File: config.mk
export PLATFORM = sky130hd
export DESIGN_NAME = host_mem_sequencer_flat
export DESIGN_NICKNAME = d
export VERILOG_FILES = /design/src/rtl/host_mem_sequencer_pkg.sv /design/src/rtl/host_mem_sequencer_if.sv /design/src/rtl/host_mem_sequencer_timer.sv /design/src/rtl/host_mem_sequencer.sv /design/src/flat_wrapper.sv
export SDC_FILE = /design/constraint.sdc
export NUM_CORES = 1
export LEC_CHECK = 0
export ABC_AREA = 1
export CAP_MARGIN = 20
export CORE_MARGIN = 2
export CORE_UTILIZATION = 53
export CTS_CLUSTER_DIAMETER = 60
export DETAILED_ROUTE_END_ITERATION = 10
export PLACE_DENSITY = 0.8
export SLEW_MARGIN = 20
export SYNTH_ARGS = -nofsm -noshare
export SYNTH_HDL_FRONTEND = slang
export SYNTH_SLANG_ARGS = --single-unit
File: constraint.sdc
create_clock -name clock -period 2.27 [get_ports clock]
set_input_delay 0.227 -clock clock [delete_from_list [all_inputs] [get_ports clock]]
set_output_delay 0.227 -clock clock [all_outputs]
set_load 0.1 [all_outputs]
File: src/rtl/host_mem_sequencer_pkg.sv
// Shared definitions for the host memory sequencer: command opcodes,
// FSM state encoding and default timing constants.
package host_seq_pkg;

    typedef enum logic [1:0] {
        OP_LD_IRAM  = 2'b00,
        OP_LD_DRAM  = 2'b01,
        OP_RUN      = 2'b10,
        OP_READBACK = 2'b11
    } op_e;

    typedef enum logic [3:0] {
        S_IDLE,
        S_L_FETCH,
        S_L_SETUP,
        S_L_STROBE,
        S_L_HOLD,
        S_R_ARG,
        S_R_RUN,
        S_R_END,
        S_B_ADDR,
        S_B_RD,
        S_B_SEND
    } state_e;

    localparam int unsigned DEF_ADDR_W    = 9;
    localparam int unsigned DEF_DATA_W    = 16;
    localparam int unsigned DEF_BASE_ADDR = 1;
    localparam int unsigned DEF_WR_SETUP  = 2;
    localparam int unsigned DEF_WR_PULSE  = 4;
    localparam int unsigned DEF_WR_HOLD   = 2;
    localparam int unsigned DEF_RD_LAT    = 4;
    localparam int unsigned DEF_RUN_SHIFT = 4;

    // Width of the shared wait timer (run length is up to 24 bits).
    localparam int unsigned TMR_W = 24;

endpackage

File: src/rtl/host_mem_sequencer_if.sv
// Command and readback valid/ready streams between the host link and the sequencer.
interface host_mem_sequencer_if #(
    parameter int unsigned DATA_W = 16
);
    logic              s_valid;
    logic              s_ready;
    logic [DATA_W-1:0] s_data;
    logic              m_valid;
    logic              m_ready;
    logic [DATA_W-1:0] m_data;

    modport slave (
        input  s_valid, s_data, m_ready,
        output s_ready, m_valid, m_data
    );

    modport master (
        output s_valid, s_data, m_ready,
        input  s_ready, m_valid, m_data
    );
endinterface

File: src/rtl/host_mem_sequencer_timer.sv
// Loadable down-counter with zero flag; a state that loads N-1 on entry
// and leaves when the flag is set lasts exactly N cycles.
module seq_timer
    import host_seq_pkg::*;
#(
    parameter int unsigned W = TMR_W
) (
    input  logic         clock,
    input  logic         reset_n,
    input  logic         i_load,
    input  logic [W-1:0] i_value,
    output logic         o_zero
);

    logic [W-1:0] r_count;

    // Load has priority; otherwise count down and stick at zero.
    always_ff @(posedge clock or negedge reset_n) begin
        if (!reset_n) begin
            r_count <= '0;
        end else if (i_load) begin
            r_count <= i_value;
        end else if (r_count != '0) begin
            r_count <= r_count - 1'b1;
        end
    end

    assign o_zero = (r_count == '0);

endmodule

File: src/rtl/host_mem_sequencer.sv
// Command-driven sequencer feeding top_control's external-access ports:
// loads IRAM/DRAM, runs the core for a commanded length and streams DRAM back.
module host_mem_sequencer
    import host_seq_pkg::*;
#(
    parameter int unsigned ADDR_W    = DEF_ADDR_W,
    parameter int unsigned DATA_W    = DEF_DATA_W,
    parameter int unsigned BASE_ADDR = DEF_BASE_ADDR,
    parameter int unsigned WR_SETUP  = DEF_WR_SETUP,
    parameter int unsigned WR_PULSE  = DEF_WR_PULSE,
    parameter int unsigned WR_HOLD   = DEF_WR_HOLD,
    parameter int unsigned RD_LAT    = DEF_RD_LAT,
    parameter int unsigned RUN_SHIFT = DEF_RUN_SHIFT
) (
    input  logic                clock,
    input  logic                reset_n,
    host_mem_sequencer_if.slave host,
    output logic                busy,
    output logic                start,
    output logic                start_2,
    output logic                start_3,
    output logic                start_4,
    output logic [ADDR_W-1:0]   addr_ext,
    output logic                iram_write_ext,
    output logic                dram_write_ext,
    output logic                read_en_ext,
    output logic [DATA_W-1:0]   Data_in_ins,
    output logic [DATA_W-1:0]   Data_in_dram,
    input  logic [DATA_W-1:0]   dram_in
);

    localparam logic [TMR_W-1:0] T_SETUP = TMR_W'(WR_SETUP - 1);
    localparam logic [TMR_W-1:0] T_PULSE = TMR_W'(WR_PULSE - 1);
    localparam logic [TMR_W-1:0] T_HOLD  = TMR_W'(WR_HOLD - 1);
    localparam logic [TMR_W-1:0] T_RD    = TMR_W'(RD_LAT - 1);

    state_e             r_state;
    state_e             w_next;
    op_e                r_op;
    logic [ADDR_W-1:0]  r_remain;
    logic [ADDR_W-1:0]  r_addr;
    logic [DATA_W-1:0]  r_din_ins;
    logic [DATA_W-1:0]  r_din_dram;
    logic [DATA_W-1:0]  r_mdata;
    logic               r_en;

    logic               w_s_ready;
    logic               w_accept;
    op_e                w_hdr_op;
    logic [ADDR_W-1:0]  w_hdr_cnt;
    logic [TMR_W-1:0]   w_run_len;
    logic               w_tmr_load;
    logic [TMR_W-1:0]   w_tmr_val;
    logic               w_tmr_zero;
    logic               w_load_state;

    assign w_accept  = host.s_valid & w_s_ready;
    assign w_hdr_op  = op_e'(host.s_data[DATA_W-1 -: 2]);
    assign w_hdr_cnt = host.s_data[ADDR_W-1:0];
    assign w_run_len = TMR_W'(host.s_data) << RUN_SHIFT;

    seq_timer #(.W(TMR_W)) u_timer (
        .clock   (clock),
        .reset_n (reset_n),
        .i_load  (w_tmr_load),
        .i_value (w_tmr_val),
        .o_zero  (w_tmr_zero)
    );

    // State register.
    always_ff @(posedge clock or negedge reset_n) begin
        if (!reset_n) begin
            r_state <= S_IDLE;
        end else begin
            r_state <= w_next;
        end
    end

    // Next-state, command ready and timer load decisions.
    always_comb begin
        w_next     = r_state;
        w_s_ready  = 1'b0;
        w_tmr_load = 1'b0;
        w_tmr_val  = '0;
        case (r_state)
            S_IDLE: begin
                w_s_ready = r_en;
                if (w_accept) begin
                    case (w_hdr_op)
                        OP_LD_IRAM, OP_LD_DRAM: w_next = S_L_FETCH;
                        OP_RUN:                 w_next = S_R_ARG;
                        default:                w_next = S_B_ADDR;
                    endcase
                end
            end
            S_L_FETCH: begin
                w_s_ready = (r_remain != '0);
                if (r_remain == '0) begin
                    w_next = S_IDLE;
                end else if (w_accept) begin
                    w_next     = S_L_SETUP;
                    w_tmr_load = 1'b1;
                    w_tmr_val  = T_SETUP;
                end
            end
            S_L_SETUP: begin
                if (w_tmr_zero) begin
                    w_next     = S_L_STROBE;
                    w_tmr_load = 1'b1;
                    w_tmr_val  = T_PULSE;
                end
            end
            S_L_STROBE: begin
                if (w_tmr_zero) begin
                    w_next     = S_L_HOLD;
                    w_tmr_load = 1'b1;
                    w_tmr_val  = T_HOLD;
                end
            end
            S_L_HOLD: begin
                if (w_tmr_zero) begin
                    w_next = (r_remain == '0) ? S_IDLE : S_L_FETCH;
                end
            end
            S_R_ARG: begin
                w_s_ready = 1'b1;
                if (w_accept) begin
                    if (w_run_len == '0) begin
                        w_next = S_R_END;
                    end else begin
                        w_next     = S_R_RUN;
                        w_tmr_load = 1'b1;
                        w_tmr_val  = w_run_len - 1'b1;
                    end
                end
            end
            S_R_RUN: begin
                if (w_tmr_zero) begin
                    w_next = S_R_END;
                end
            end
            S_R_END: begin
                w_next = S_IDLE;
            end
            S_B_ADDR: begin
                w_s_ready = 1'b1;
                if (w_accept) begin
                    if (r_remain == '0) begin
                        w_next = S_IDLE;
                    end else begin
                        w_next     = S_B_RD;
                        w_tmr_load = 1'b1;
                        w_tmr_val  = T_RD;
                    end
                end
            end
            S_B_RD: begin
                if (w_tmr_zero) begin
                    w_next = S_B_SEND;
                end
            end
            S_B_SEND: begin
                if (host.m_ready) begin
                    if (r_remain == ADDR_W'(1)) begin
                        w_next = S_IDLE;
                    end else begin
                        w_next     = S_B_RD;
                        w_tmr_load = 1'b1;
                        w_tmr_val  = T_RD;
                    end
                end
            end
            default: w_next = S_IDLE;
        endcase
    end

    // Datapath: command fields, word counter, address, write data and readback capture.
    always_ff @(posedge clock or negedge reset_n) begin
        if (!reset_n) begin
            r_op       <= OP_LD_IRAM;
            r_remain   <= '0;
            r_addr     <= '0;
            r_din_ins  <= '0;
            r_din_dram <= '0;
            r_mdata    <= '0;
            r_en       <= 1'b0;
        end else begin
            r_en <= 1'b1;
            case (r_state)
                S_IDLE: begin
                    if (w_accept) begin
                        r_op     <= w_hdr_op;
                        r_remain <= w_hdr_cnt;
                        if (w_hdr_op == OP_LD_IRAM || w_hdr_op == OP_LD_DRAM) begin
                            r_addr <= ADDR_W'(BASE_ADDR);
                        end
                    end
                end
                S_L_FETCH: begin
                    if (w_accept) begin
                        r_remain <= r_remain - 1'b1;
                        if (r_op == OP_LD_IRAM) begin
                            r_din_ins <= host.s_data;
                        end else begin
                            r_din_dram <= host.s_data;
                        end
                    end
                end
                S_L_HOLD: begin
                    if (w_tmr_zero) begin
                        r_addr <= r_addr + 1'b1;
                    end
                end
                S_B_ADDR: begin
                    if (w_accept) begin
                        r_addr <= host.s_data[ADDR_W-1:0];
                    end
                end
                S_B_RD: begin
                    if (w_tmr_zero) begin
                        r_mdata <= dram_in;
                    end
                end
                S_B_SEND: begin
                    if (host.m_ready) begin
                        r_addr   <= r_addr + 1'b1;
                        r_remain <= r_remain - 1'b1;
                    end
                end
                default: ;
            endcase
        end
    end

    // Outputs decode straight from registered state so reset clears every strobe at once.
    assign w_load_state = (r_state == S_L_FETCH) || (r_state == S_L_SETUP) ||
                          (r_state == S_L_STROBE) || (r_state == S_L_HOLD);

    assign busy           = (r_state != S_IDLE);
    assign start          = (r_state == S_R_RUN);
    assign start_2        = w_load_state && (r_op == OP_LD_IRAM);
    assign start_3        = w_load_state && (r_op == OP_LD_DRAM);
    assign start_4        = (r_state == S_B_ADDR) || (r_state == S_B_RD) || (r_state == S_B_SEND);
    assign iram_write_ext = (r_state == S_L_STROBE) && (r_op == OP_LD_IRAM);
    assign dram_write_ext = (r_state == S_L_STROBE) && (r_op == OP_LD_DRAM);
    assign read_en_ext    = (r_state == S_B_RD);
    assign addr_ext       = r_addr;
    assign Data_in_ins    = r_din_ins;
    assign Data_in_dram   = r_din_dram;
    assign host.s_ready   = w_s_ready;
    assign host.m_valid   = (r_state == S_B_SEND);
    assign host.m_data    = r_mdata;

endmodule

File: src/flat_wrapper.sv
// flat-port wrapper written by rule: the top's interface ports become plain ports
module host_mem_sequencer_flat import host_seq_pkg::*;
#(
    parameter int unsigned ADDR_W    = DEF_ADDR_W,
    parameter int unsigned DATA_W    = DEF_DATA_W,
    parameter int unsigned BASE_ADDR = DEF_BASE_ADDR,
    parameter int unsigned WR_SETUP  = DEF_WR_SETUP,
    parameter int unsigned WR_PULSE  = DEF_WR_PULSE,
    parameter int unsigned WR_HOLD   = DEF_WR_HOLD,
    parameter int unsigned RD_LAT    = DEF_RD_LAT,
    parameter int unsigned RUN_SHIFT = DEF_RUN_SHIFT
)
  (clock, reset_n, busy, start, start_2, start_3, start_4, addr_ext, iram_write_ext, dram_write_ext, read_en_ext, Data_in_ins, Data_in_dram, dram_in, host_s_valid, host_s_data, host_m_ready, host_s_ready, host_m_valid, host_m_data);
  host_mem_sequencer_if #(.DATA_W(DATA_W)) host_i ();
  input  logic clock;
  input  logic reset_n;
  output logic busy;
  output logic start;
  output logic start_2;
  output logic start_3;
  output logic start_4;
  output logic [ADDR_W-1:0] addr_ext;
  output logic iram_write_ext;
  output logic dram_write_ext;
  output logic read_en_ext;
  output logic [DATA_W-1:0] Data_in_ins;
  output logic [DATA_W-1:0] Data_in_dram;
  input  logic [DATA_W-1:0] dram_in;
  input wire logic [$bits(host_i.s_valid)-1:0] host_s_valid;
  input wire logic [$bits(host_i.s_data)-1:0] host_s_data;
  input wire logic [$bits(host_i.m_ready)-1:0] host_m_ready;
  output wire logic [$bits(host_i.s_ready)-1:0] host_s_ready;
  output wire logic [$bits(host_i.m_valid)-1:0] host_m_valid;
  output wire logic [$bits(host_i.m_data)-1:0] host_m_data;
  assign host_i.s_valid = host_s_valid;
  assign host_i.s_data = host_s_data;
  assign host_i.m_ready = host_m_ready;
  assign host_s_ready = host_i.s_ready;
  assign host_m_valid = host_i.m_valid;
  assign host_m_data = host_i.m_data;
  host_mem_sequencer #(.ADDR_W(ADDR_W), .DATA_W(DATA_W), .BASE_ADDR(BASE_ADDR), .WR_SETUP(WR_SETUP), .WR_PULSE(WR_PULSE), .WR_HOLD(WR_HOLD), .RD_LAT(RD_LAT), .RUN_SHIFT(RUN_SHIFT)) u_core (.clock(clock), .reset_n(reset_n), .host(host_i), .busy(busy), .start(start), .start_2(start_2), .start_3(start_3), .start_4(start_4), .addr_ext(addr_ext), .iram_write_ext(iram_write_ext), .dram_write_ext(dram_write_ext), .read_en_ext(read_en_ext), .Data_in_ins(Data_in_ins), .Data_in_dram(Data_in_dram), .dram_in(dram_in));
endmodule
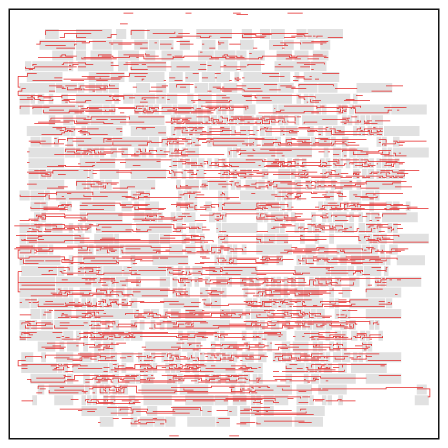
(images/layer_met1.png)
The longest straight run is 49.7 um. The layer holds 44% of the routed length.
Routed WL: 15960 um
DR vias: 5437
M1 GR Usage: 38.53%

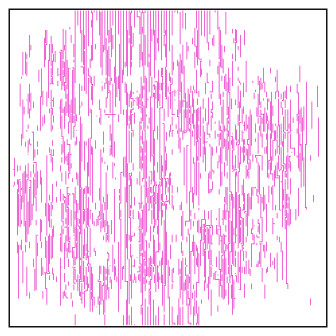
(images/layer_met2.png)
The layer carries 7570 um of wire. The wires run mostly vertical. 766 nets have wire on it. The longest straight run is 35.2 um.
met2 Track Usage GR: 45.06%

==> flow_summary.yaml <==
# implementation run metrics
run_status:
  status: "complete, no violations"
setup_path:
  path_max_fanout: 5
logic_synthesis:
  syn_area_um2: 5739
  floorplan.nets: 802
  ys_ff: 97
  ff_type: "dfrtp_1"
cells_and_area:
  nNetsFinal: 921
  syn_to_final_growth_pct: 24.90
  final_cells: 1019
  num_antenna_cells: 0
floorplan:
  ios: 103
  die_area_um2: 11680
clock_network:
  cts_tree: "done"
  clkLatencyLatePin_ns: 0.40
sta:
  fin_crit_ns: 2.137
  finalCritPeriodShare_pct: 94.16
  slew_viol_final: 0
  timing.final.ws_setup_ns: 0.1326
  finClkSkew_ns: 0.01011
placement:
  dp_slack_ns: 0.09650
  place_hpwl_um: 12140
  placed_area_um2: 6957
global_route:
  grt_max_degree: 60
  grt_usage_pct: 28.57
  gr-total-overflow: 0
route:
  wire_per_inst_um: 15.66
  ant_nets: 0
power:
  ir_drop_mv: 1.840
==> final cells by class <==
type / count / area, um2
sequential: 97 / 2430
fill: 878 / 3248
multi-input combinational: 553 / 2890
tap: 136 / 170.2
inverter: 93 / 350.3
clock inverter: 5 / 45.04
timing repair buffer: 124 / 1131
clock buffer: 11 / 151.4
==> metal layers <==
metal	vias to the layer above	track usage, %	routed length [um]
met2	175	45.06	7565
met1	2572	38.53	7033
met4	0	12.64	457
met3	38	5.365	906
met5	-	0	0
li1	2652	-	-
==> worst max-delay path, cell delays in order (launching register included) <==
cell	delay, ns
dfrtp_1	0.45
nor2_2	0.21
inv_1	0.14
nor2_2	0.16
a21oi_1	0.11
nor3_2	0.23
buf_12	0.21
==> registers in the layout, summed over array words and instances (netlist names) <==
register and flops:
u_core.r_en 1, u_core.r_remain 9, u_core.r_op 2, u_core.Data_in_ins 16
u_core.host.m_data 16, u_core.u_timer.r_count 24, u_core.r_state 4, u_core.Data_in_dram 16
u_core.addr_ext 9
==> worst paths after layout <==
kind | startpoint | end | slack [ns] | depth (start not counted)
setup reg to reg | u_core.r_state[2] | u_core.r_remain[4] | 0.18 | 10
setup / recovery | u_core.r_state[1] | start_3 | 0.13 | 6
hold / removal | reset_n | u_core.r_state[1] | 0.33 | 2
min in group clock | dram_in[15] | u_core.host.m_data[15] | 0.44 | 2
hold reg to reg | u_core.Data_in_ins[14] | u_core.Data_in_ins[14] | 0.50 | 2
max in group asynchronous | reset_n | u_core.addr_ext[1] | 1.25 | 3
==> what timing repair did <==
| item | 4_1_cts | 5_1_grt |
|---|---|---|
| hold buffers | 1 | 0 |
| endpoints found under the hold margin | 38 | 0 |
| resized | 0 | 2 |
| endpoints found under the setup margin | 0 | 2 |
| buffers inserted | 0 | 0 |
==> synth_stat cells, drive strengths merged (2+ instances only) <==
library cell    n  area (um2)
a21oi           9       60.05
buf            10       76.32
clkbuf          6       22.52
dfrtp          97        2427
ha              7       87.58
inv            92       345.3
mux2           16       217.7
nand2         220       853.3
nand3          69       367.9
nand3b          3       22.52
nand4          13       87.58
nor2           98       412.9
nor3            8       40.04
nor4            2       12.51
o211ai          2       15.01
o21ai          68       362.8
xnor2           7       61.31
xor2           23       201.4
==> kinds of logic (layout without fill, tap and decap cells) <==
| logic type | Yosys count | after routing | synth area share [%] |
|---|---|---|---|
| and+or+nand+nor | 414 | 414 | 31.44 |
| buffers and inverters | 109 | 233 | 7.826 |
| DFF | 97 | 97 | 42.29 |
| AOI/OAI and AO/OA | 85 | 85 | 8.481 |
| xor gates and xnor gates | 30 | 30 | 4.578 |
| muxes | 16 | 16 | 3.793 |
| adders and majority gates | 7 | 7 | 1.526 |
| other | 1 | 1 | 0.06534 |
==> report_power, final <==
group / total, mW / internal (mW) / switching [mW] / leakage (nW)
clock: 1.16 / 0.480 / 0.682 / 0.104
combinational: 7.52 / 1.90 / 5.62 / 2.47
sequential: 2.86 / 2.36 / 0.501 / 1.22
total: 11.5 / 4.74 / 6.81 / 3.80
Power is estimated from default activity; no workload was simulated.
